===== src/rtl/spi_frame_ctrl.sv =====
// spi_frame_ctrl: collects SPI payload bytes into a shadow bank and commits the
// bank to cfg_out_o only after a complete, valid frame. A truncated, aborted or
// corrupted frame never touches the live configuration.
// Optional build macro: CHECKSUM_EN. When defined, byte NB is an XOR checksum over
// bytes 0..NB-1, frames need NB+1 bytes, and err_sum_o counts checksum rejects.
// NB must stay below 31 so the byte index can address every payload byte.
module spi_frame_ctrl #(
  parameter int unsigned NB = 14,
  parameter int unsigned CW = 8
) (
  input  logic            clk_i,
  input  logic            rst_ni,
  input  logic            frame_start_i,
  input  logic            frame_end_i,
  input  logic            byte_valid_i,
  input  logic [7:0]      byte_data_i,
  output logic [NB*8-1:0] cfg_out_o,
  output logic            commit_o,
  output logic [4:0]      byte_idx_o,
  output logic            busy_o,
  output logic [CW-1:0]   err_len_o,
  output logic [CW-1:0]   err_sum_o
);

  typedef enum logic [1:0] {StIdle, StRecv, StCheck, StCommit} state_e;

  localparam logic [4:0]    NbIdx  = 5'(NB);
  localparam logic [4:0]    IdxMax = 5'd31;
  localparam logic [CW-1:0] CntMax = {CW{1'b1}};
`ifdef CHECKSUM_EN
  localparam logic [4:0]    MinLen = 5'(NB + 1);
`else
  localparam logic [4:0]    MinLen = 5'(NB);
`endif

  state_e          state_q;
  logic [NB*8-1:0] shadow_q;
  logic [NB*8-1:0] cfg_q;
  logic [4:0]      idx_q;
  logic            commit_q;
  logic            pending_q;
  logic [CW-1:0]   err_len_q;
`ifdef CHECKSUM_EN
  logic [7:0]      xor_q;
  logic [CW-1:0]   err_sum_q;
`endif

  function automatic logic [CW-1:0] sat_inc(input logic [CW-1:0] v);
    return (v == CntMax) ? v : v + 1'b1;
  endfunction

  // Frame sequencer: byte capture, length/checksum check, atomic commit.
  always_ff @(posedge clk_i) begin
    if (!rst_ni) begin
      state_q   <= StIdle;
      shadow_q  <= '0;
      cfg_q     <= '0;
      idx_q     <= '0;
      commit_q  <= 1'b0;
      pending_q <= 1'b0;
      err_len_q <= '0;
`ifdef CHECKSUM_EN
      xor_q     <= '0;
      err_sum_q <= '0;
`endif
    end else begin
      commit_q <= 1'b0;
      unique case (state_q)
        StIdle: begin
          if (frame_start_i || pending_q) begin
            state_q   <= StRecv;
            idx_q     <= '0;
            pending_q <= 1'b0;
`ifdef CHECKSUM_EN
            xor_q     <= '0;
`endif
          end
        end
        StRecv: begin
          // An abort (start without end) discards any byte arriving with it.
          if (byte_valid_i && !(frame_start_i && !frame_end_i)) begin
            if (idx_q < NbIdx) begin
              shadow_q[8*int'(idx_q) +: 8] <= byte_data_i;
            end
`ifdef CHECKSUM_EN
            if (idx_q <= NbIdx) begin
              xor_q <= xor_q ^ byte_data_i;
            end
`endif
            if (idx_q != IdxMax) begin
              idx_q <= idx_q + 5'd1;
            end
          end
          if (frame_end_i) begin
            state_q <= StCheck;
          end else if (frame_start_i) begin
            err_len_q <= sat_inc(err_len_q);
            idx_q     <= '0;
`ifdef CHECKSUM_EN
            xor_q     <= '0;
`endif
          end
        end
        StCheck: begin
          state_q <= StIdle;
          if (idx_q < MinLen) begin
            err_len_q <= sat_inc(err_len_q);
`ifdef CHECKSUM_EN
          end else if (xor_q != 8'h00) begin
            err_sum_q <= sat_inc(err_sum_q);
`endif
          end else begin
            state_q <= StCommit;
          end
          if (frame_start_i) begin
            pending_q <= 1'b1;
          end
        end
        StCommit: begin
          cfg_q    <= shadow_q;
          commit_q <= 1'b1;
          state_q  <= StIdle;
          if (frame_start_i) begin
            pending_q <= 1'b1;
          end
        end
        default: state_q <= StIdle;
      endcase
    end
  end

  assign cfg_out_o  = cfg_q;
  assign commit_o   = commit_q;
  assign byte_idx_o = idx_q;
  assign err_len_o  = err_len_q;
  // A latched start keeps busy asserted across the one IDLE cycle before RECV.
  assign busy_o     = (state_q != StIdle) | pending_q;
`ifdef CHECKSUM_EN
  assign err_sum_o  = err_sum_q;
`else
  assign err_sum_o  = '0;
`endif

endmodule


===== config.mk =====
export PLATFORM = sky130hd
export DESIGN_NAME = spi_frame_ctrl
export DESIGN_NICKNAME = d
export VERILOG_FILES = /design/src/rtl/spi_frame_ctrl.sv
export SDC_FILE = /design/constraint.sdc
export NUM_CORES = 1
export LEC_CHECK = 0
export ABC_AREA = 1
export CAP_MARGIN = 5
export CORE_UTILIZATION = 54
export DETAILED_ROUTE_END_ITERATION = 10
export GPL_TIMING_DRIVEN = 0
export PLACE_DENSITY_LB_ADDON = 0.2
export SLEW_MARGIN = 15
export SYNTH_ARGS = -nofsm -noshare
export SYNTH_HDL_FRONTEND = slang
export SYNTH_SLANG_ARGS = --single-unit

===== constraint.sdc =====
create_clock -name clk_i -period 2.9 [get_ports clk_i]
set_clock_uncertainty 0.1 [all_clocks]
set_input_delay 0.29 -clock clk_i [delete_from_list [all_inputs] [get_ports clk_i]]
set_output_delay 0.29 -clock clk_i [all_outputs]
set_load 0.01 [all_outputs]

==> metrics.cfg, run 1 <==
[run_status]
status=finished clean

[worst_setup_path]
cp_max_fo=10
regToRegSetupSlack_ps=80
r2r-start=state_q[0]$_SDFFE_PN0P_
r2r_end=cfg_out_o[67]$_SDFFE_PN0P_
critPathCaptureType=flop
rr_worst_depth=5
critPathLaunchType=flop
setup.worst_path.end=cfg_out_o[67]$_SDFFE_PN0P_
worstPathRequired_ps=3180

[die]
taps=229
fp.dieH_um=138
die-area_mm2=0.0189
fp_util_pct=55.3
die-width_um=138
coreArea_mm2=0.0180
num_rows=49

[finish]
regArea_mm2=0.00483
seqAreaFraction_pct=38.9
num-nonclk-buffers=221
final-instance-count-excl-fill=1791
nets=1571
clockNetworkAreaShare_pct=6.04
comb_area_share_pct=34.2
n_antenna_cell=0
buffer_area_share_pct=14.4
logic_area_mm2=0.00425
utilization_pct=69.1
clkbuf_count=33
flops=241
fillers=1548
synthToLayoutAreaGrowth_pct=25.1
logic_gates=923
dominant-cell-class=registers

[grt]
grt-ovfl-total=0
grt_pass1_wl_mm=42.1
antenna_found_initial=0
grt_usage_pct=28.9
grt_pass1_vias=8196
grt_max_degree=15

[synthesis]
syn_inst=1376
edf_count=0
top_cell_area_share_pct=48.6
synthTopCellsByCount=307 x nor2_1, 241 x dfxtp_1, 228 x nand2_1, 132 x inv_1, 116 x o21ai_0
xor_share_pct=0.718
synth.lib_cells_used.distinct=34
synth.largest_area_cell=dfxtp_1
yosysSeqAreaShare_pct=48.6
yosys-stat-area_mm2=0.00993
muxShareOfSynthArea_pct=0
synthesis.area_mm2=0.00993
ys_warn_count=0
syn_area_per_cell_um2=7.22
simple_gate_share_pct=28.4
synth-compound-area-share_pct=11.5
synth_top_cell_by_count=nor2_1
synth.logic.top_family=simple AND/OR/NAND/NOR gates
ys_cells=1376
fa_ha_area_share_pct=1.51
ys.flop_type=dfxtp_1
synth-async-reset-ratio_pct=0
synth_flops=241

[placement]
place_inst=1750
port_buffers=138
hpwl_mm=19.9
pre_cts_ws_ps=-89.4
gp_congestion=0.956

[clock_tree]
ctsResizeCount=2
insertion_delay_ps=510
cts_setup_buffers=0
cts_made_buffers=23
clkSinkCount=241
cts_root_buf=clkbuf_16
hold_buffers=0
h-tree-depth=1

[routing]
dr.pass1.iters=5
wire_per_inst_um=15.3
drc=0
drtAntennaViolNets=0
avgViaCountPerCell=5.15
drtIter0Drc=762

[power]
swShare_pct=32.0
p_int_mw=6.24
powerComb_mw=2.40
maxPowerGroup=sequential cells
pg_seq_mw=3.78
pg_clk_mw=3.00
switchingPower_mw=2.94
power.density_mw_per_mm2=739

[hold_path]
hold_start=rst_ni
hold-path-endpoint=cfg_out_o[19]$_SDFFE_PN0P_
hp-class=input port to flop
hold_depth=4

[flow_run]
drv_cap=0
warnings=34

[final_timing]
worst_pin_slew_ps=977
slew_viol_final=0
finalCritPeriodShare_pct=97.1
period_needed_ps=2820
timing.final.hold_violations=0
fmaxAchievable_ghz=0.355
setup_viol=0

==> run 1: cells in the final DEF, fill, tap and decap left out, types with 2 or more instances in the layout <==
cell type	synthesis	routed
o21ai_0	116	116
nand2_4	4	4
o211ai_1	2	2
nor2_4	2	3
clkdlybuf4s50_1	0	138
xor2_1	3	3
nor3_2	1	5
inv_1	132	132
a211oi_1	2	2
clkinv_1	2	2
clkbuf_1	49	53
nor2_2	3	2
bufinv_16	0	2
nand2_2	8	8
buf_1	2	2
nor2_1	307	307
clkinv_2	0	4
dfxtp_1	241	240
inv_2	2	2
ha_1	12	11
buf_4	12	12
nand3b_1	6	6
nor3_1	19	14
xnor2_1	2	2
nand4_1	8	8
buf_6	4	4
clkbuf_8	0	4
conb_1	1	8
nand3_1	81	81
clkbuf_16	0	23
nand2_1	228	228
nor2_8	2	2
a21oi_1	104	104
buf_2	16	16
==> run 1: per-stage QoR <==
step,total power [mW],hold slack [ps],setup TNS (ps),instance area [µm²]
4_1_cts,9.15,303,0,12400
3_3_place_gp,6.14,342,-302,11600
3_5_place_dp,6.18,340,-524,11600
5_1_grt,9.64,365,0,12400
2_1_floorplan,5.24,330,0,9960
6_report,9.18,307,0,12400
==> run 1: flip-flops by register name, indices dropped and copies added, names as in the netlist <==
register	flops
commit_o	1
pending_q	1
state_q	2
cfg_out_o	112
byte_idx_o	5
err_len_o	8
shadow_q	112
==> run 1: worst max-delay path, stage by stage, from the launching register on <==
cell and delay (ps):
dfxtp_1 420, ha_1 360, clkbuf_1 610, clkbuf_1 530, clkbuf_1 490, a21oi_1 160
==> run 1: metal layers <==
metal  up-vias  wire length [µm]  GRT usage (%)
met5         -                 0              0
met4         0               828           9.71
met3        59              1620           4.56
met2       287             12500           47.7
met1      4219             12400           38.2
li1       4662                 -              -
Fig. 1: run 1, met4 routing
Drawn at 3 px/µm. Supply wires on this layer in grey. Cells faint in the background.
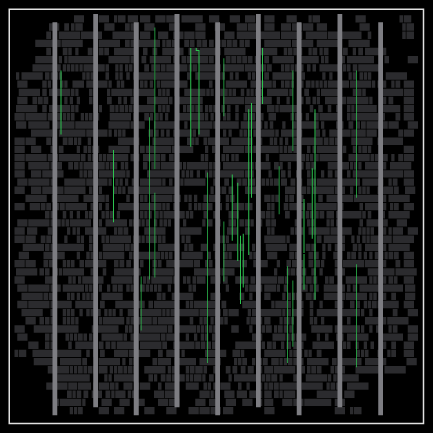
wire length on this layer = 829 µm
nets with wire on the layer = 20
share of all routed wire = 3.0%
main direction = vertical
Vias: 9227
Routed WL: 27.4 mm

Fig. 2: run 1, signal wires on met1
Drawn at 3 px/µm. Supply wires on this layer in grey. Cells faint in the background.
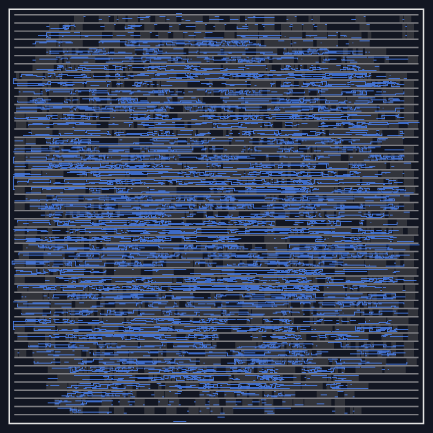
share of all routed wire = 45%
longest straight run = 42.8 µm
main direction = horizontal
wire length on this layer = 12400 µm
nets with wire on the layer = 1461
met1 track utilization from global routing: 38.2%

Fig. 3: run 1, the metal 3 layer
Drawn at 4 px/µm. Cells faint in the background.
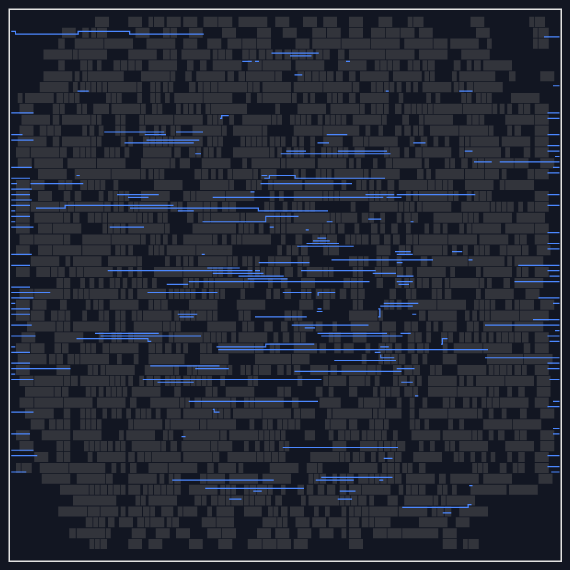
share of all routed wire = 5.9%
longest straight run = 67.2 µm
main direction = horizontal
met3 usage: 4.56%

==> run 2, diff against run 1 <==
==> constraint.sdc (replaced) <==
create_clock -name clk_i -period 2.9 [get_ports clk_i]
set_clock_uncertainty 0.1 [all_clocks]
set_input_delay 0.29 -clock clk_i [delete_from_list [all_inputs] [get_ports clk_i]]
set_output_delay 0.29 -clock clk_i [all_outputs]
set_load 0.05 [all_outputs]
Fig. 4: run 2, track usage over the die
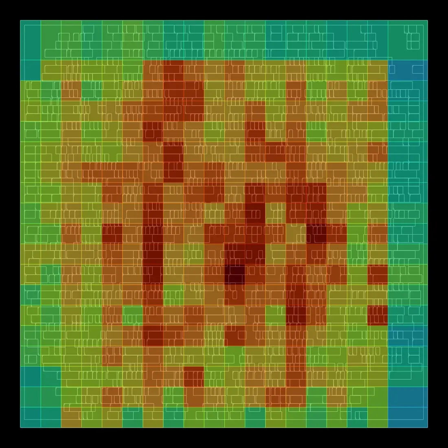
GRT Total Usage: 28.9%
GRT met2 Usage: 47.7%
most used routing layer: met2

==> run 2 against run 1 <==
Compared with the run above:
- cell count is the same
- critical path depth is the same
- clock power is essentially flat
- design area is the same
- non-clock buffer count is the same
- setup slack is the same
- total power grew 8.4%
- wire length is the same
- die size is the same
- via count is the same
==> metrics.cfg, run 2 <==
[clock_tree]
cts_buffer_depth=3  ; unchanged
cts_root_buf=clkbuf_16  ; unchanged
hold_buffers=0  ; unchanged
insertion_delay_ps=510  ; about the same
cts_tree=built  ; unchanged
clk_pin_slew_worst_paths_ps=60  ; about the same
h-tree-depth=1  ; unchanged
clkSinkCount=241  ; unchanged
cts_setup_buffers=0  ; unchanged
cts_made_buffers=23  ; unchanged

[finish]
fin_area_mm2=0.0124  ; unchanged
final-instance-count-excl-fill=1791  ; unchanged
regArea_mm2=0.00483  ; unchanged
utilization_pct=69.1  ; unchanged
logic_area_mm2=0.00425  ; unchanged
nets=1571  ; unchanged
final_common_cell=nor2_1  ; unchanged
n_antenna_cell=0  ; unchanged
final_layout_size_suffix_gt1_share_pct=6.47  ; unchanged
layout_top_cells=307 x nor2_1, 240 x dfxtp_1, 228 x nand2_1  ; unchanged
fillers=1548  ; unchanged
synthToLayoutAreaGrowth_pct=25.1  ; unchanged

[synthesis]
synth_top_cell_by_count=nor2_1  ; unchanged
area_leaders=dfxtp_1 49%, nor2_1 12%, nand2_1 8.6%  ; unchanged
ys_cells=1376  ; unchanged
top_cell_area_share_pct=48.6  ; unchanged
synthesis.area_mm2=0.00993  ; unchanged
synth.largest_area_cell=dfxtp_1  ; unchanged
ys.flop_type=dfxtp_1  ; unchanged
synth-async-reset-ratio_pct=0  ; unchanged
syn_area_per_cell_um2=7.22  ; unchanged
edf_count=0  ; unchanged
ys_warn_count=0  ; unchanged
synthTopCellsByCount=307 x nor2_1, 241 x dfxtp_1, 228 x nand2_1, 132 x inv_1, 116 x o21ai_0  ; unchanged
synth_flops=241  ; unchanged
synth.lib_cells_used.distinct=34  ; unchanged
syn_inst=1376  ; unchanged
yosysSeqAreaShare_pct=48.6  ; unchanged
yosys-stat-area_mm2=0.00993  ; unchanged

[power]
peakVddDrop_uv=516  ; was 485 µV
power.density_mw_per_mm2=801  ; was 739 mW/mm²
leakage_nw=5.89  ; unchanged
power.total_mw=9.95  ; was 9.18 mW

[flow_run]
drv_cap=0  ; unchanged
warnings=34  ; unchanged

[worst_setup_path]
critPathBufInv=3  ; unchanged
crit_path_top_delay_cell=clkbuf_1  ; unchanged
criticalPathCategory=flop to flop  ; unchanged
critPathLaunchType=flop  ; unchanged
critPathArrivalTime_ps=3090  ; about the same
cpMostUsedCell=clkbuf_1  ; unchanged
cp_max_fo=10  ; unchanged
cp_slowest_stage_delay_ps=610  ; about the same
critPathCaptureType=flop  ; unchanged
crit_path_cell_trace=ha_1 -> clkbuf_1 -> clkbuf_1 -> clkbuf_1 -> a21oi_1  ; unchanged
worstPathRequired_ps=3180  ; about the same
cp_top_family=buffers and inverters  ; unchanged

[grt]
grt_pass1_wl_mm=42.1  ; unchanged
grt-ovfl-total=0  ; unchanged
antenna_found_initial=0  ; unchanged
grt_max_degree=15  ; unchanged
grt_pass1_vias=8196  ; unchanged

[die]
coreArea_mm2=0.0180  ; unchanged
die-width_um=138  ; unchanged
fp_util_pct=55.3  ; unchanged
fp.dieH_um=138  ; unchanged
num_rows=49  ; unchanged
die-area_mm2=0.0189  ; unchanged
io_pins=148  ; unchanged

[final_timing]
setup_viol=0  ; unchanged
period_needed_ps=2820  ; unchanged
slew_viol_final=0  ; unchanged
hold_slack_ps=307  ; unchanged
finalCritPeriodShare_pct=97.1  ; unchanged
worst_pin_slew_ps=977  ; unchanged
timing.final.hold_violations=0  ; unchanged
finalSetupTns_ps=0  ; unchanged
slew_headroom_pct=34.4  ; unchanged
fmaxAchievable_ghz=0.355  ; unchanged

[placement]
hpwl_mm=19.9  ; unchanged
place_inst=1750  ; unchanged
gp_congestion=0.956  ; unchanged
port_buffers=138  ; unchanged
pre_cts_ws_ps=-89.4  ; unchanged
placed_cell_area_mm2=0.0116  ; unchanged

[routing]
wl_met2_mm=12.5  ; unchanged
highest_layer=met4  ; unchanged
drc=0  ; unchanged
avgViaCountPerCell=5.15  ; unchanged
vias=9227  ; unchanged
dr.pass1.iters=5  ; unchanged
drtIter0Drc=762  ; unchanged
dr_wl_met3_mm=1.62  ; unchanged
wire_per_inst_um=15.3  ; unchanged
wl_met1_mm=12.4  ; unchanged
drtAntennaViolNets=0  ; unchanged
wl_mm=27.4  ; unchanged

[run_status]
status=finished clean  ; unchanged

[hold_path]
hp-class=input port to flop  ; unchanged

Fig. 5: run 2, met4 routing
Drawn at 3 px/µm. Supply wires on this layer in grey. Cells faint in the background.
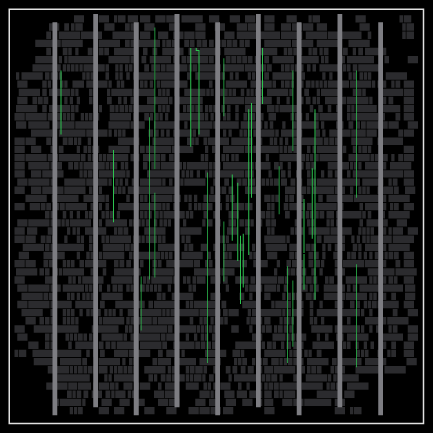
wire length on this layer = 829 µm
longest straight run = 63.2 µm

==> run 2: cell counts after synthesis <==
No cell type changed its count.
==> run 2: cell families after synthesis <==
kind of cell	Yosys count	synth area share, %
fa+ha+maj	12	1.51
xor+xnor	6	0.718
other cells	1	0.0378
flops	241	48.6
simple gates	671	28.4
buf+inv	219	9.24
compound gates	226	11.5
==> run 2: final timing paths <==
kind,start,endpoint,slack [ps],depth (start not counted)
min reg2reg,shadow_q[53]$_SDFFE_PN0P_,cfg_out_o[53]$_SDFFE_PN0P_,360,2
max,state_q[0]$_SDFFE_PN0P_,cfg_out_o[67]$_SDFFE_PN0P_,80,5
min,rst_ni,cfg_out_o[19]$_SDFFE_PN0P_,310,4
max reg2reg,state_q[0]$_SDFFE_PN0P_,cfg_out_o[67]$_SDFFE_PN0P_,80,5
==> run 2: final cells by class <==
type / instances / area share [%]
Buffer: 83 / 3.31
Multi-Input combinational cell: 923 / 34.2
Sequential cell: 241 / 38.9
Tap cell: 229 / 2.31
Clock inverter: 8 / 0.776
Timing Repair Buffer: 138 / 11.1
Clock buffer: 33 / 5.26
Inverter: 136 / 4.11
==> run 2: metal layers <==
metal,global-route usage (%),up-vias
met5,0,-
met3,4.56,59
met4,9.71,0
met1,38.2,4219
met2,47.7,287
li1,-,4662
==> run 2: power by group <==
group	internal, mW	switching (mW)
Combinational	0.893	2.28
Clock	1.74	1.25
Sequential	3.60	0.181
==> run 2: worst register-to-register path: cells and delay by family, from the launching register on <==
kind | cells | cell delay (ps)
flip-flops | 1 | 420
AND-OR/OR-AND | 1 | 170
adder cells (fa/ha/maj) | 1 | 360
buffers and inverters | 3 | 1640
==> run 2: timing repair <==
item                                    4_1_cts  5_1_grt
resized                                       2       12
endpoints found under the setup margin       14      105
cloned                                        0        0
pin swaps                                     0        0
Power and IR drop assume default switching activity.
